===== src/rtl/sysid_verify_ctrl.sv =====
// Avalon-MM master that reads the system-ID slave (ID, then timestamp) and checks both words.
// Optional per-read stall abort is compiled in with `define SYSID_VERIFY_TIMEOUT_EN.
module sysid_verify_ctrl #(
    parameter logic [31:0] EXPECTED_ID        = 32'h0400_0000,
    parameter logic [31:0] EXPECTED_TIMESTAMP = 32'h5446_27C2,
    parameter int unsigned READ_LATENCY       = 0,
    parameter bit          AUTO_START         = 1'b1,
    parameter int unsigned TIMEOUT_CYCLES     = 1024
) (
    input  logic        clock,
    input  logic        reset,
    input  logic        start,
    output logic        avm_address,
    output logic        avm_read,
    input  logic        avm_waitrequest,
    input  logic [31:0] avm_readdata,
    output logic        busy,
    output logic        done,
    output logic        id_ok,
    output logic        ts_ok,
    output logic        match,
    output logic [31:0] id_value,
    output logic [31:0] ts_value,
    output logic        timeout
);

    typedef enum logic [2:0] {
        S_IDLE,
        S_RD_ID,
        S_LAT_ID,
        S_RD_TS,
        S_LAT_TS,
        S_EVAL
    } state_e;

    localparam logic [1:0] LAT_LOAD = 2'((READ_LATENCY > 0) ? READ_LATENCY - 1 : 0);

    state_e      state_q, state_d;
    logic [1:0]  lat_q, lat_d;
    logic        auto_q;
    logic        done_q, id_ok_q, ts_ok_q, match_q;
    logic [31:0] id_value_q, ts_value_q;
    logic        launch, accept, timeout_hit, cap_id, cap_ts;

    assign launch = start | auto_q;
    assign accept = avm_read & ~avm_waitrequest;

    always_ff @(posedge clock) begin
        if (reset) begin
            state_q <= S_IDLE;
            lat_q   <= '0;
        end else begin
            state_q <= state_d;
            lat_q   <= lat_d;
        end
    end

    always_comb begin
        state_d = state_q;
        lat_d   = lat_q;
        cap_id  = 1'b0;
        cap_ts  = 1'b0;
        case (state_q)
            S_IDLE: if (launch) state_d = S_RD_ID;
            S_RD_ID: begin
                if (timeout_hit) begin
                    state_d = S_EVAL;
                end else if (accept) begin
                    if (READ_LATENCY == 0) begin
                        cap_id  = 1'b1;
                        state_d = S_RD_TS;
                    end else begin
                        lat_d   = LAT_LOAD;
                        state_d = S_LAT_ID;
                    end
                end
            end
            S_LAT_ID: begin
                if (lat_q == '0) begin
                    cap_id  = 1'b1;
                    state_d = S_RD_TS;
                end else begin
                    lat_d = lat_q - 2'd1;
                end
            end
            S_RD_TS: begin
                if (timeout_hit) begin
                    state_d = S_EVAL;
                end else if (accept) begin
                    if (READ_LATENCY == 0) begin
                        cap_ts  = 1'b1;
                        state_d = S_EVAL;
                    end else begin
                        lat_d   = LAT_LOAD;
                        state_d = S_LAT_TS;
                    end
                end
            end
            S_LAT_TS: begin
                if (lat_q == '0) begin
                    cap_ts  = 1'b1;
                    state_d = S_EVAL;
                end else begin
                    lat_d = lat_q - 2'd1;
                end
            end
            S_EVAL:  state_d = S_IDLE;
            default: state_d = S_IDLE;
        endcase
    end

    always_comb begin
        avm_read    = 1'b0;
        avm_address = 1'b0;
        busy        = 1'b1;
        case (state_q)
            S_IDLE:  busy = 1'b0;
            S_RD_ID: avm_read = 1'b1;
            S_RD_TS: begin
                avm_read    = 1'b1;
                avm_address = 1'b1;
            end
            default: ;
        endcase
    end

    // auto_q is set only while in reset, so it can fire at most once, on the first free cycle
    always_ff @(posedge clock) begin
        if (reset) begin
            auto_q     <= AUTO_START;
            done_q     <= 1'b0;
            id_ok_q    <= 1'b0;
            ts_ok_q    <= 1'b0;
            match_q    <= 1'b0;
            id_value_q <= '0;
            ts_value_q <= '0;
        end else begin
            auto_q <= 1'b0;
            done_q <= (state_q == S_EVAL);
            if (state_q == S_IDLE && launch) begin
                id_ok_q    <= 1'b0;
                ts_ok_q    <= 1'b0;
                match_q    <= 1'b0;
                id_value_q <= '0;
                ts_value_q <= '0;
            end
            if (cap_id) id_value_q <= avm_readdata;
            if (cap_ts) ts_value_q <= avm_readdata;
            if (state_q == S_EVAL) begin
                id_ok_q <= ~timeout & (id_value_q == EXPECTED_ID);
                ts_ok_q <= ~timeout & (ts_value_q == EXPECTED_TIMESTAMP);
                match_q <= ~timeout & (id_value_q == EXPECTED_ID)
                                    & (ts_value_q == EXPECTED_TIMESTAMP);
            end
        end
    end

`ifdef SYSID_VERIFY_TIMEOUT_EN
    logic [31:0] to_cnt_q;
    logic        timeout_q;

    // Stalls within one read are contiguous, so clearing on any non-stall cycle restarts per read
    assign timeout_hit = avm_read & avm_waitrequest & (to_cnt_q == 32'(TIMEOUT_CYCLES - 1));

    always_ff @(posedge clock) begin
        if (reset) begin
            to_cnt_q  <= '0;
            timeout_q <= 1'b0;
        end else begin
            to_cnt_q <= (avm_read & avm_waitrequest) ? to_cnt_q + 32'd1 : '0;
            if (state_q == S_IDLE && launch) timeout_q <= 1'b0;
            else if (timeout_hit)            timeout_q <= 1'b1;
        end
    end

    assign timeout = timeout_q;
`else
    assign timeout_hit = 1'b0;
    assign timeout     = 1'b0;
`endif

    assign done     = done_q;
    assign id_ok    = id_ok_q;
    assign ts_ok    = ts_ok_q;
    assign match    = match_q;
    assign id_value = id_value_q;
    assign ts_value = ts_value_q;

endmodule


===== config.mk =====
export PLATFORM = sky130hd
export DESIGN_NAME = sysid_verify_ctrl
export DESIGN_NICKNAME = d
export VERILOG_FILES = /design/src/rtl/sysid_verify_ctrl.sv
export SDC_FILE = /design/constraint.sdc
export NUM_CORES = 1
export LEC_CHECK = 0
export CAP_MARGIN = 20
export CORE_ASPECT_RATIO = 0.9
export CORE_MARGIN = 3
export CORE_UTILIZATION = 44
export DETAILED_ROUTE_END_ITERATION = 8
export HOLD_SLACK_MARGIN = 0.15
export PLACE_DENSITY_LB_ADDON = 0.15
export RECOVER_POWER = 50
export SLEW_MARGIN = 30
export SYNTH_ARGS = -nofsm -noshare
export SYNTH_HDL_FRONTEND = slang
export SYNTH_SLANG_ARGS = --single-unit
export TNS_END_PERCENT = 5

===== constraint.sdc =====
create_clock -name clock -period 1.6 [get_ports clock]
set_input_delay 0.32 -clock clock [delete_from_list [all_inputs] [get_ports clock]]
set_output_delay 0.32 -clock clock [all_outputs]
set_load 0.1 [all_outputs]

The metal 3 layer:
(4 px per micron)
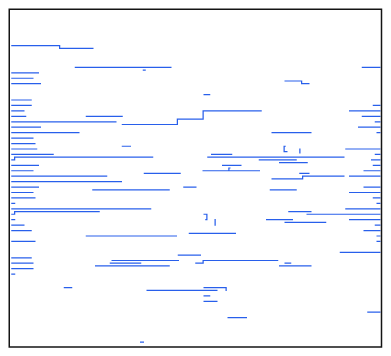
The layer holds 8.6% of the routed length. The longest straight run is 34.7 microns. 87 nets have wire on it. The wires run mostly horizontal.

Cell sizes after repair:
(4 px per micron)
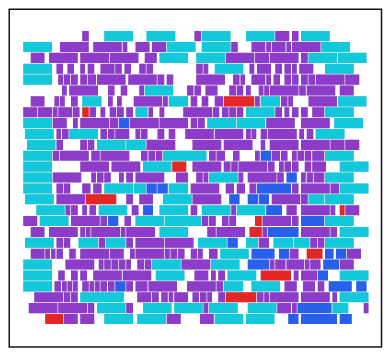
Cyan shows x6 and larger, cells 95, most used buf_12. Blue shows x3 and x4, cells 29, most used buf_4. Red shows x2, cells 11, most used dfxtp_2. Purple shows x1 and smaller, cells 346.
final worst setup slack: -12.1 ps
bufs w/o clock: 132
area grow syn2layout: 78.3%
cell area after layout: 5310 sq um

==> flow_summary.json <==
{
  "start_kind": "flip-flop",
  "core_area_sq_um": 6350,
  "drive_above_1_share_pct": 28.1,
  "hold_viol": 0,
  "cts_max_level": 3,
  "drv_slew": 0,
  "avgSynthCellArea_sq_um": 8.18,
  "holdBufCountCts": 0,
  "cts.clk_slew.worst_paths_ps": 80,
  "synthAoiAreaFrac_pct": 14.9,
  "antenna_left": 0,
  "finalCriticalPeriod_ps": 1610,
  "combGateArea_sq_um": 1400,
  "fp_util_pct": 46.9,
  "cts_root_buffer": "clkbuf_8",
  "setup_viol": 13,
  "violations": "negative setup slack",
  "grt_max_degree": 53,
  "synth_seq_share_pct": 49.7,
  "layout_setup_ws_ps": -12.1,
  "status": "complete, but fails checks",
  "gp_congestion": 0.839,
  "fin_hold_ws_ps": 303
}
cell type report:
cell class | count | area share, %
timing repair buffer | 132 | 38.9
tap | 87 | 2.05
inverter | 4 | 0.330
sequential | 74 | 28.1
clock inverter | 7 | 1.86
clock buffer | 9 | 2.33
multi-input combinational | 255 | 26.4
cell usage in the layout, fill, tap and decap left out, types with 2 or more instances in the layout:
| master | Yosys | routed |
|---|---|---|
| a21oi_1 | 68 | 68 |
| buf_12 | 0 | 77 |
| buf_4 | 5 | 16 |
| buf_6 | 0 | 3 |
| bufinv_16 | 0 | 2 |
| clkbuf_8 | 0 | 9 |
| clkdlybuf4s50_1 | 0 | 34 |
| dfxtp_1 | 74 | 68 |
| dfxtp_2 | 0 | 4 |
| dfxtp_4 | 0 | 2 |
| inv_1 | 4 | 2 |
| inv_6 | 0 | 3 |
| nand2_1 | 64 | 64 |
| nand3_1 | 65 | 65 |
| nand3b_1 | 2 | 2 |
| nand4_1 | 4 | 4 |
| nor2_1 | 7 | 6 |
| nor4_1 | 7 | 6 |
| nor4b_1 | 5 | 5 |
| nor4bb_1 | 2 | 2 |
| o21ai_0 | 4 | 3 |
| or3_1 | 3 | 3 |
| xnor2_1 | 2 | 2 |
registers in the layout, indices dropped and copies added (netlist names):
signal	count
auto_q	1
done	1
id_ok	1
id_value	32
lat_q	2
match	1
state_q	3
ts_ok	1
ts_value	32
layer usage:
metal / GRT usage, % / share of wire, %
met1: 30.3 / 41
met2: 41.2 / 49
met4: 7.06 / 1.4
met3: 8.75 / 8.6
met5: 0 / 0
power groups by stage:
| stage | combinational (mW) | clock, mW | sequential [mW] |
|---|---|---|---|
| 5_1_grt | 1.49 | 1.71 | 2.02 |
| 3_3_place_gp | 1.35 | 0 | 2.05 |
| 3_5_place_dp | 1.37 | 0 | 2.05 |
| 4_1_cts | 1.40 | 1.64 | 2.01 |
| 6_report | 1.43 | 1.63 | 2.02 |
| 2_1_floorplan | 0.388 | 0 | 2.46 |
synthesized netlist by cell type:
cell	number	area (sq um)
nor2b_1	1	6.26
nand3b_1	2	15.0
inv_1	4	15.0
o32a_1	1	10.0
or4b_1	1	10.0
a31o_2	1	8.76
nor4bb_1	2	20.0
buf_1	2	7.51
a211oi_1	1	7.51
and4_1	1	8.76
nor4_1	7	43.8
dfxtp_1	74	1480
conb_1	1	3.75
o21ai_0	4	20.0
nor4b_1	5	43.8
a31oi_2	1	12.5
o21ai_1	1	5.00
nand2_1	64	240
ha_1	1	12.5
a21oi_1	68	340
clkbuf_1	9	33.8
nor2_1	7	26.3
a21boi_0	1	7.51
nand3_1	65	325
xnor2_1	2	17.5
or3_1	3	18.8
or3b_4	1	11.3
and4bb_1	1	12.5
mux2_2	1	11.3
buf_4	5	37.5
mux2_1	1	11.3
a21o_1	1	7.51
nor3_1	3	15.0
buf_2	15	75.1
o21bai_1	1	7.51
a21oi_4	1	16.3
nand4_1	4	25.0
and2_1	1	6.26
worst max-delay path, delay by kind of cell, from the launching register on:
family	cells	cell delay, ps
compound gates	2	320
buf+inv	2	290
flops	1	380
simple gates	2	490
Power figures rest on the tool's default switching activity, not on a simulated workload.
